**src/rtl/regfile_mp.sv**
```systemverilog
// Multi-read-port register file with optional hardwired zero register,
// same-cycle write-to-read bypass and a sequenced clear engine.
//
// Handshake: Clear_req is sampled at each ph1 rise. It is accepted only in
// IDLE. Busy is registered and stays high for exactly NUM_REGS cycles while
// the sweep zeroes one register per cycle. Writes presented while Busy is
// high are dropped and flagged by a one-cycle registered Write_err pulse.
// Requests made while Busy is high are ignored; they are neither queued nor
// restart the sweep.
module regfile_mp #(
  parameter int DATA_W   = 8,
  parameter int ADDR_W   = 5,
  parameter int NUM_REGS = 1 << ADDR_W,
  parameter int NRD      = 2,
  parameter int ZERO_REG = 1,
  parameter int BYPASS   = 1
) (
  input  logic                    ph1,
  input  logic                    reset,
  input  logic [NRD*ADDR_W-1:0]   Read_register,
  output logic [NRD*DATA_W-1:0]   Read_data,
  input  logic [ADDR_W-1:0]       Write_register,
  input  logic [DATA_W-1:0]       Write_data,
  input  logic                    RegWrite,
  input  logic                    Clear_req,
  output logic                    Busy,
  output logic                    Write_err,
  output logic                    dbg_state
);

  typedef enum logic {IDLE = 1'b0, CLEAR = 1'b1} state_t;

  localparam logic [ADDR_W-1:0] LAST_PTR = ADDR_W'(NUM_REGS - 1);

  state_t              state;
  logic [ADDR_W-1:0]   ptr;
  logic [DATA_W-1:0]   mem [NUM_REGS];
  logic                wr_ok;
  logic [ADDR_W-1:0]   ra;

  // An address is usable when it is implemented and not the hardwired zero.
  function automatic logic addr_ok(input logic [ADDR_W-1:0] a);
    return (int'(a) < NUM_REGS) && !((ZERO_REG != 0) && (a == '0));
  endfunction

  assign dbg_state = state;
  assign wr_ok     = RegWrite && (state == IDLE) && addr_ok(Write_register);

  // Clear sequencer: IDLE accepts a request, CLEAR walks ptr once across the array.
  always_ff @(posedge ph1 or negedge reset) begin
    if (!reset) begin
      state     <= IDLE;
      ptr       <= '0;
      Busy      <= 1'b0;
      Write_err <= 1'b0;
    end else begin
      Write_err <= RegWrite && (state == CLEAR);
      case (state)
        IDLE: begin
          if (Clear_req) begin
            state <= CLEAR;
            ptr   <= '0;
            Busy  <= 1'b1;
          end
        end
        CLEAR: begin
          if (ptr == LAST_PTR) begin
            state <= IDLE;
            ptr   <= '0;
            Busy  <= 1'b0;
          end else begin
            ptr <= ptr + 1'b1;
          end
        end
        default: begin
          state <= IDLE;
          ptr   <= '0;
          Busy  <= 1'b0;
        end
      endcase
    end
  end

  // Storage: sweep has priority; normal writes only land while idle.
  always_ff @(posedge ph1 or negedge reset) begin
    if (!reset) begin
      for (int i = 0; i < NUM_REGS; i++) mem[i] <= '0;
    end else if (state == CLEAR) begin
      mem[ptr] <= '0;
    end else if (wr_ok) begin
      mem[Write_register] <= Write_data;
    end
  end

  // Combinational read ports with forwarding of a legal same-cycle write.
  always_comb begin
    Read_data = '0;
    ra        = '0;
    for (int k = 0; k < NRD; k++) begin
      ra = Read_register[k*ADDR_W +: ADDR_W];
      if (!addr_ok(ra)) begin
        Read_data[k*DATA_W +: DATA_W] = '0;
      end else if ((BYPASS != 0) && wr_ok && (Write_register == ra)) begin
        Read_data[k*DATA_W +: DATA_W] = Write_data;
      end else begin
        Read_data[k*DATA_W +: DATA_W] = mem[ra];
      end
    end
  end

endmodule
```
**config.mk**
```make
export PLATFORM = sky130hd
export DESIGN_NAME = regfile_mp
export DESIGN_NICKNAME = d
export VERILOG_FILES = /design/src/rtl/regfile_mp.sv
export SDC_FILE = /design/constraint.sdc
export NUM_CORES = 1
export LEC_CHECK = 0
export ABC_AREA = 1
export ABC_CLOCK_PERIOD_IN_PS = 5000
export CORE_MARGIN = 1
export CORE_UTILIZATION = 35
export DETAILED_ROUTE_END_ITERATION = 12
export PLACE_DENSITY = 0.48
export SETUP_SLACK_MARGIN = 0.5
export SLEW_MARGIN = 20
export SYNTH_ARGS = -nofsm -noshare
export SYNTH_HDL_FRONTEND = slang
export SYNTH_SLANG_ARGS = --single-unit
export TNS_END_PERCENT = 50
```
**constraint.sdc**
```tcl
create_clock -name ph1 -period 5 [get_ports ph1]
set_input_delay 1 -clock ph1 [delete_from_list [all_inputs] [get_ports ph1]]
set_output_delay 1 -clock ph1 [all_outputs]
set_load 0.05 [all_outputs]
```
Congestion heat map:
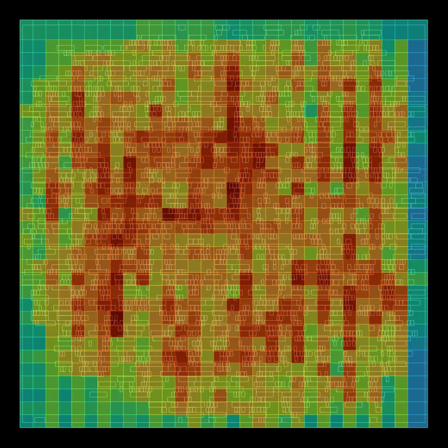
DR WL/cell: 23.7 µm
routing usage on met1: 43.7%
overall routing resource usage: 31.2%
busiest layer in global routing: met2
met3 Usage GRT: 5.52%

The metal 3 layer:
(1 px per µm)
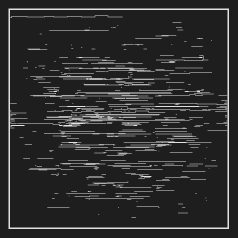
The wires run mostly horizontal. 247 nets have wire on it. The layer carries 6360 µm of wire. The layer holds 8.6% of the routed length. The longest straight run is 98.9 µm.
via count: 17292
routed wire length: 73700 µm

Signal wires on met2:
(1 px per µm)
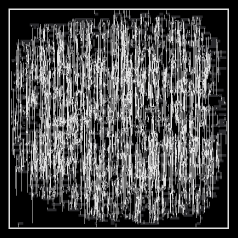
The layer holds 44% of the routed length. 1782 nets have wire on it. The longest straight run is 118 µm. The wires run mostly vertical.
met2 usage: 47.1%

Cell sizes after repair:
(2 px per µm)
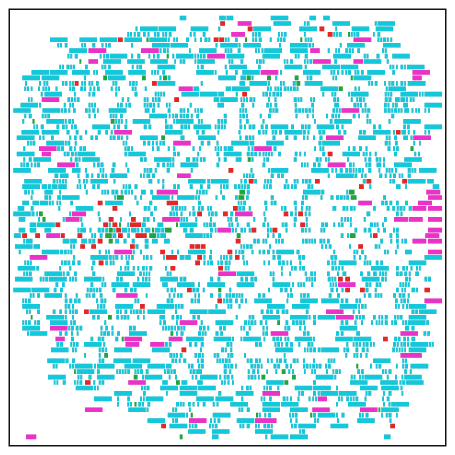
Green is _2 cells, cells 58, most used inv_2. Cyan is _0 and _1 cells, cells 2296, most used nand2_1. Magenta is _6 and larger, cells 74, most used clkbuf_16. Red is _3 and _4 cells, cells 76, most used buf_4.
setup ws final: 530 ps
Non-clk bufs: 118
P&R area growth vs syn: 16.6%

Logic cells by family:
(2 px per µm)
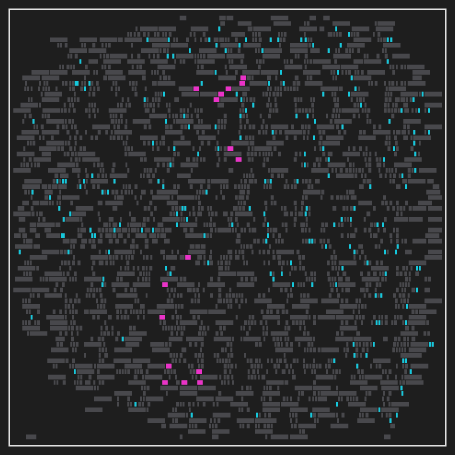
Cyan is inv cells, cells 191, most used inv_1, where widely spread. Magenta is non-inverting ao/oa cells, cells 16, most used a22o_1.
Final Non-Filler Cells: 3104
fraction of area in multi-input gates: 44.3%
Top cell excl fill/tap: nand2_1

==> path summary, 6_finish.rpt <==
path	startpoint	end
min in group ph1	mem[253]	mem[253]
hold reg to reg	mem[253]	mem[253]
setup / recovery	Write_register[1]	Read_data[14]
hold / removal	reset	mem[107]
max in group asynchronous	reset	mem[156]
setup reg to reg	ptr[2]	mem[94]
==> cell usage after synthesis, drive strengths merged <==
cell type / instances / area, µm²
inv: 190 / 713
o21ai: 93 / 465
nand4: 9 / 56.3
dfrtp: 264 / 6610
ha: 5 / 62.6
clkbuf: 119 / 447
a21oi: 13 / 65.1
xor2: 5 / 43.8
nor2: 24 / 92.6
nor3: 21 / 170
o22ai: 15 / 93.8
o31ai: 2 / 15.0
nand3: 627 / 3140
o211ai: 11 / 82.6
nor4: 1 / 6.26
clkinv: 1 / 3.75
buf: 29 / 121
xnor2: 7 / 61.3
nand2: 1016 / 3860
or2: 3 / 18.8
a22o: 16 / 140
==> kinds of logic (layout without fill, tap and decap cells) <==
family                     count (synthesis)  count (layout)  share of synthesized area, %
DFF                                      264             264                          40.6
adders and majority gates                  5               5                         0.385
xor gates and xnor gates                  12              12                         0.646
buffers and inverters                    339             372                          7.90
AOI/OAI and AO/OA                        150             150                          5.30
and+or+nand+nor                         1701            1701                          45.1
==> layer usage <==
| layer | share of wire, % | track usage (%) |
|---|---|---|
| met5 | 0 | 0 |
| met4 | 4.0 | 12.6 |
| met3 | 8.6 | 5.52 |
| met2 | 44 | 47.1 |
| met1 | 43 | 43.7 |
==> worst max-delay path, delay by kind of cell <==
kind,cells,cell delay (ps)
AOI/OAI and AO/OA,1,360
buffers and inverters,4,1390
and+or+nand+nor,5,710
==> sequential cells by signal, summed over array words and instances (netlist names) <==
name / flops
Busy: 1
mem: 256
Write_err: 1
dbg_state: 1
ptr: 5
==> impl_metrics.tcl <==
# metrics dict for downstream scripts
set metrics [dict create \
    outcome "complete, no violations" \
    grt_max_degree 133 \
    cts_resized 0 \
    critPathCaptureType "primary output" \
    fp_util_pct 35.7 \
    flops 264 \
    worstSetupPathType "in2out" \
    post-place-ws_ps 409 \
    postLayoutCoreUtil_pct 41.6 \
    synth-seq-cells 264 \
    seq_area_share_pct 34.9 \
    power_leakage_nw 9.45 \
    cts_buffers 35 \
    cts.sink_count 264 \
    slew_violations 0 \
    final_cell_area_mm2 0.0190 \
    cts_hold_buf 0 \
    syn_area_per_cell_um2 6.58 \
    n_clock_buffer 50 \
    antenna_cells 0 \
    ant_nets 0 \
    fp.coreArea_mm2 0.0456 \
    port_buffers 45 \
    drv_cap 0 \
    warnings 33 \
    cpPeakStageDelay_ps 740 \
    cp.arrival_ps 3470 \
    antenna_found_initial 0 \
    clk_pin_slew_ps 60 \
    switching_share_pct 36.1 \
    syn_nets 2503 \
    dieArea_mm2 0.0473 \
    cp_slowest_cell "clkdlybuf4s50_1" \
    grt_pass1_vias 15982 \
    n_multi_input_combinational_cell 1868 \
    htree_levels 2 \
    drt-initial-drc-count 2321 \
    rows 78 \
    irDropWorstVdd_v 0.000270 \
    drc 0 \
    powerSeq_mw 2.78 \
    nNetsFinal 2510 \
    top_area_cell_class "multi-input combinational cells" \
]
